<file path="src/rtl/fft_frame_controller_pkg.sv">
`default_nettype none
// ============================================================================
//  Module  : fft_frame_controller_pkg
//  Purpose : Shared constants and FSM state type for the FFT frame controller
//            and the FFT datapath it feeds.
//  Contents: SAMPLE_SIZE  - bits per time-domain sample / magnitude word
//            BUFFER_SIZE  - samples (and bins) per frame, power of two
//            TWIDDLE_SIZE - twiddle factor width used by the FFT core
//            frame_state_t- controller state encoding
//  Revision: 1.0 - initial release
// ============================================================================
package fft_frame_controller_pkg;

  localparam int SAMPLE_SIZE  = 16;
  localparam int BUFFER_SIZE  = 8;
  localparam int TWIDDLE_SIZE = 16;

  typedef enum logic [1:0] {
    ST_FILL   = 2'd0,
    ST_SETTLE = 2'd1,
    ST_DRAIN  = 2'd2
  } frame_state_t;

endpackage
`default_nettype wire

</file>
<file path="src/rtl/fft_frame_controller.sv">
`default_nettype none
// ============================================================================
//  Module  : fft_frame_controller
//  Purpose : Collects one frame of samples, presents it to a combinational
//            FFT/magnitude path, waits for it to settle, captures the result
//            and streams the bins out with a valid/ready handshake.
//  Ports   : clk, rst (async, active-high)
//            in_sample/in_valid/in_ready       - sample input stream
//            fft_input_bitstream               - frame to FFT (slot i at
//                                                [i*SAMPLE_SIZE +: SAMPLE_SIZE])
//            fft_output_bitstream              - magnitudes back from FFT
//            out_mag/out_valid/out_ready/out_last - bin output stream
//            busy                              - high while settling/draining
//  Revision: 1.0 - initial release
// ============================================================================
module fft_frame_controller
  import fft_frame_controller_pkg::*;
#(
  parameter int SAMPLE_SIZE   = fft_frame_controller_pkg::SAMPLE_SIZE,
  parameter int BUFFER_SIZE   = fft_frame_controller_pkg::BUFFER_SIZE,
  parameter int SETTLE_CYCLES = 4
) (
  input  logic                                clk,
  input  logic                                rst,
  input  logic signed [SAMPLE_SIZE-1:0]       in_sample,
  input  logic                                in_valid,
  output logic                                in_ready,
  output logic [BUFFER_SIZE*SAMPLE_SIZE-1:0]  fft_input_bitstream,
  input  logic [BUFFER_SIZE*SAMPLE_SIZE-1:0]  fft_output_bitstream,
  output logic [SAMPLE_SIZE-1:0]              out_mag,
  output logic                                out_valid,
  input  logic                                out_ready,
  output logic                                out_last,
  output logic                                busy
);

  localparam int IDX_W   = $clog2(BUFFER_SIZE);
  // A single settle cycle still needs a 1-bit counter to hold its value.
  localparam int CNT_W   = (SETTLE_CYCLES > 1) ? $clog2(SETTLE_CYCLES) : 1;
  localparam int FRAME_W = BUFFER_SIZE * SAMPLE_SIZE;

  localparam logic [IDX_W-1:0] LAST_IDX    = IDX_W'(BUFFER_SIZE - 1);
  localparam logic [CNT_W-1:0] SETTLE_LAST = CNT_W'(SETTLE_CYCLES - 1);

  frame_state_t     r_state;
  frame_state_t     w_next_state;
  logic [IDX_W-1:0] r_wr_idx;
  logic [IDX_W-1:0] r_rd_idx;
  logic [CNT_W-1:0] r_settle_cnt;
  logic [FRAME_W-1:0] r_frame;
  logic [FRAME_W-1:0] r_mags;

  logic w_accept;
  logic w_emit;
  logic w_capture;

  assign fft_input_bitstream = r_frame;

  // --------------------------------------------------------------------------
  // State register
  // --------------------------------------------------------------------------
  always_ff @(posedge clk or posedge rst) begin
    if (rst) begin
      r_state <= ST_FILL;
    end else begin
      r_state <= w_next_state;
    end
  end

  // --------------------------------------------------------------------------
  // Next-state and outputs. All handshake outputs decode directly from the
  // state so they follow rst immediately, without waiting for a clock edge.
  // --------------------------------------------------------------------------
  always_comb begin
    w_next_state = r_state;
    in_ready     = 1'b0;
    out_valid    = 1'b0;
    out_last     = 1'b0;
    out_mag      = '0;
    busy         = 1'b0;
    w_accept     = 1'b0;
    w_emit       = 1'b0;
    w_capture    = 1'b0;

    case (r_state)
      ST_FILL: begin
        in_ready = 1'b1;
        w_accept = in_valid;
        if (w_accept && (r_wr_idx == LAST_IDX)) begin
          w_next_state = ST_SETTLE;
        end
      end

      ST_SETTLE: begin
        busy = 1'b1;
        if (r_settle_cnt == SETTLE_LAST) begin
          w_capture    = 1'b1;
          w_next_state = ST_DRAIN;
        end
      end

      ST_DRAIN: begin
        busy      = 1'b1;
        out_valid = 1'b1;
        out_mag   = r_mags[r_rd_idx*SAMPLE_SIZE +: SAMPLE_SIZE];
        out_last  = (r_rd_idx == LAST_IDX);
        w_emit    = out_ready;
        if (w_emit && out_last) begin
          w_next_state = ST_FILL;
        end
      end

      default: begin
        w_next_state = ST_FILL;
      end
    endcase
  end

  // --------------------------------------------------------------------------
  // Datapath: frame buffer, capture register and indices
  // --------------------------------------------------------------------------
  always_ff @(posedge clk or posedge rst) begin
    if (rst) begin
      r_wr_idx     <= '0;
      r_rd_idx     <= '0;
      r_settle_cnt <= '0;
      r_frame      <= '0;
      r_mags       <= '0;
    end else begin
      if (w_accept) begin
        r_frame[r_wr_idx*SAMPLE_SIZE +: SAMPLE_SIZE] <= in_sample;
        r_wr_idx <= (r_wr_idx == LAST_IDX) ? '0 : r_wr_idx + 1'b1;
        if (r_wr_idx == LAST_IDX) begin
          r_settle_cnt <= '0;
        end
      end

      if (r_state == ST_SETTLE) begin
        r_settle_cnt <= r_settle_cnt + 1'b1;
      end

      if (w_capture) begin
        r_mags <= fft_output_bitstream;
      end

      if (w_emit) begin
        r_rd_idx <= (r_rd_idx == LAST_IDX) ? '0 : r_rd_idx + 1'b1;
      end
    end
  end

endmodule
`default_nettype wire

</file>
<file path="config.mk">
export PLATFORM = sky130hd
export DESIGN_NAME = fft_frame_controller
export DESIGN_NICKNAME = d
export VERILOG_FILES = /design/src/rtl/fft_frame_controller_pkg.sv /design/src/rtl/fft_frame_controller.sv
export SDC_FILE = /design/constraint.sdc
export NUM_CORES = 1
export LEC_CHECK = 0
export CORE_ASPECT_RATIO = 0.75
export CORE_MARGIN = 5
export CORE_UTILIZATION = 53
export DETAILED_ROUTE_END_ITERATION = 12
export PLACE_DENSITY = 0.95
export SYNTH_ARGS = -nofsm -noshare
export SYNTH_HDL_FRONTEND = slang
export SYNTH_SLANG_ARGS = --single-unit
</file>
<file path="constraint.sdc">
create_clock -name clk -period 16.2 [get_ports clk]
set_input_delay 3.24 -clock clk [delete_from_list [all_inputs] [get_ports clk]]
set_output_delay 3.24 -clock clk [all_outputs]
set_load 0.02 [all_outputs]
</file>
Figure 1. M3 wires.
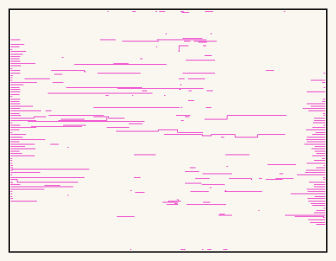
main direction: horizontal
share of all routed wire: 7.0%
longest straight run: 66.7 um
wire length on this layer: 2210 um
nets with wire on the layer: 192
vias: 7914
drt total wl: 31570 um
met3 usage: 0.06040

Figure 2. Clock distribution.
The bar under the picture is 50 um long.
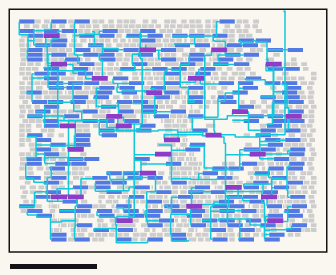
[cyan] clock wires | length: 3100 um
[blue] flip-flops | count: 266
[purple] clock-net drivers | count: 26
routed clock nets: 27
flops lie: all over the die
final setup skew: 0.02580 ns
worst-skew pair later-pin latency: 0.53 ns
Clk pwr share: 0.205

Figure 3. Pin map.
Pins as bars across the die edge, other pins in gray.
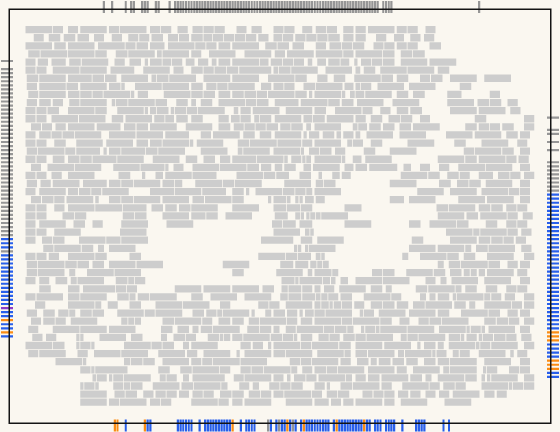
| color | port | pins | direction | edge |
|---|---|---|---|---|
| orange | in_sample | 16 | input | 8 bottom, 6 right, 2 left |
| purple | rst | 1 | input | left |
| blue | fft_input_bitstream | 128 | output | 67 bottom, 40 right, 21 left |
die width: 181.4 um
Die H: 138.5 um
I/O Buffers: 295

Figure 4. Local utilization.
18 x 14 tiles, from white (low) to dark blue (high), 0 to 100% covered.
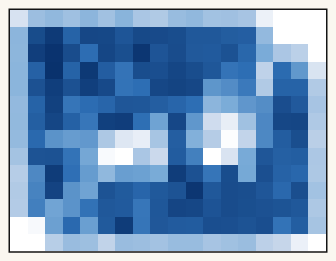
tiles over 75% full: 47%
emptiest ninth of the die: upper right
fullest tile: 99%
mean over tiles: 62%
nearly empty tiles: 5.6%
Core Region: 0.02188 mm2
floorplan core density: 0.5335
fin util: 0.7228

Figure 5. Cell outlines without signal wires.
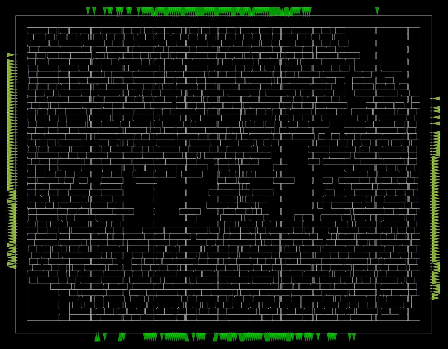
Row Count: 47
number of well taps: 294
Post-Layout Cell Count: 1410
seq_cells: 266

==> ci_impl_report.md <==
## Implementation flow summary

| Metric | Value |
|---|---|
| Headroom to the max-slew limit | 0.1084 |
| Post-synthesis async set-or-reset flop share | 1.000 |
| Multi-input gates | around 460 |
| WL met1 | 13330 um |
| Met1 Usage GRT | 0.3453 |
| Yosys simple share | 0.04803 |
| Yosys top cell by area | dfrtp_1 |
| RSZ-0062 raised after global routing | false |
| Logic power comb | ~1.4 mW |
| Final Max Slew Viols | 0 |
| WL met3 | 2209 um |
| Max-area cell share | 0.5703 |
| EDFF count, synth | 0 |
| Final GP Congestion | 0.8259 |
| NonClk Buf Share | 0.1910 |
| Initial antenna violation count | 0 |
| Area growth, synth to finish | 35.48% |
| Max stage delay on crit path | 0.88 ns |
| Distinct cell type count after synthesis | 35 |
| Max Fclk | 150.9 MHz |
| Count of non-CTS buffers in the layout | a little over 300 |
| Logic inverters | 40 |
| Largest power group | combinational cells |
| Design Power | 3.243 mW |
| Buffers and inverters on the worst path | 1 |
| Share of cells above drive strength 1 | 0.3047 |
| Post-CTS Resized | 0 |
| Post-route clock period utilization | 0.4090 |
| XOR-XNOR Cells, Area Fraction | 0 |
| Hold_ws | 0.4907 ns |
| Number of global-route vias before repair | 8641 |
| CTS sink cnt | 266 |
| Comb area | roughly 0.0047 mm2 |
| Largest fanout on the critical path | 21 |
| Crit. End Element | output pin |
| Final ANT Viol Nets | 0 |
| Largest non-sequential cell family by area | multiplexers |
| Clock group total power | 0.666 mW |
| # clk buffers | 38 |
| Sw Ratio | 0.3515 |
| Status | finished clean |
| Max-area cell class | registers |
| Seq pwr share | 0.359 |
| Mux share | 0.3101 |
| Dpl cell area | 0.01486 mm2 |
| Area reported by Yosys stat | 0.01167 mm2 |
| Clk cell area share | 0.06022 |
| Ant. Diodes | 0 |
worst paths after layout:
check / depth (start not counted) / end / start / slack, ns
max in group asynchronous: 4 / r_rd_idx[2]$_DFFE_PP0P_ / rst / 10.57
min in group asynchronous: 2 / fft_input_bitstream[78]$_DFFE_PP0P_ / rst / 3.25
worst max-delay path: 4 / out_mag[10] / r_rd_idx[0]$_DFFE_PP0P_ / 9.57
worst min register to register: 1 / r_settle_cnt[0]$_DFFE_PP0P_ / r_settle_cnt[0]$_DFFE_PP0P_ / 0.49
worst max register to register: 6 / fft_input_bitstream[3]$_DFFE_PP0P_ / r_wr_idx[0]$_DFFE_PP0N_ / 12.61
worst min-delay path: 1 / r_settle_cnt[0]$_DFFE_PP0P_ / r_settle_cnt[0]$_DFFE_PP0P_ / 0.49
Power figures rest on the tool's default switching activity, not on a simulated workload.
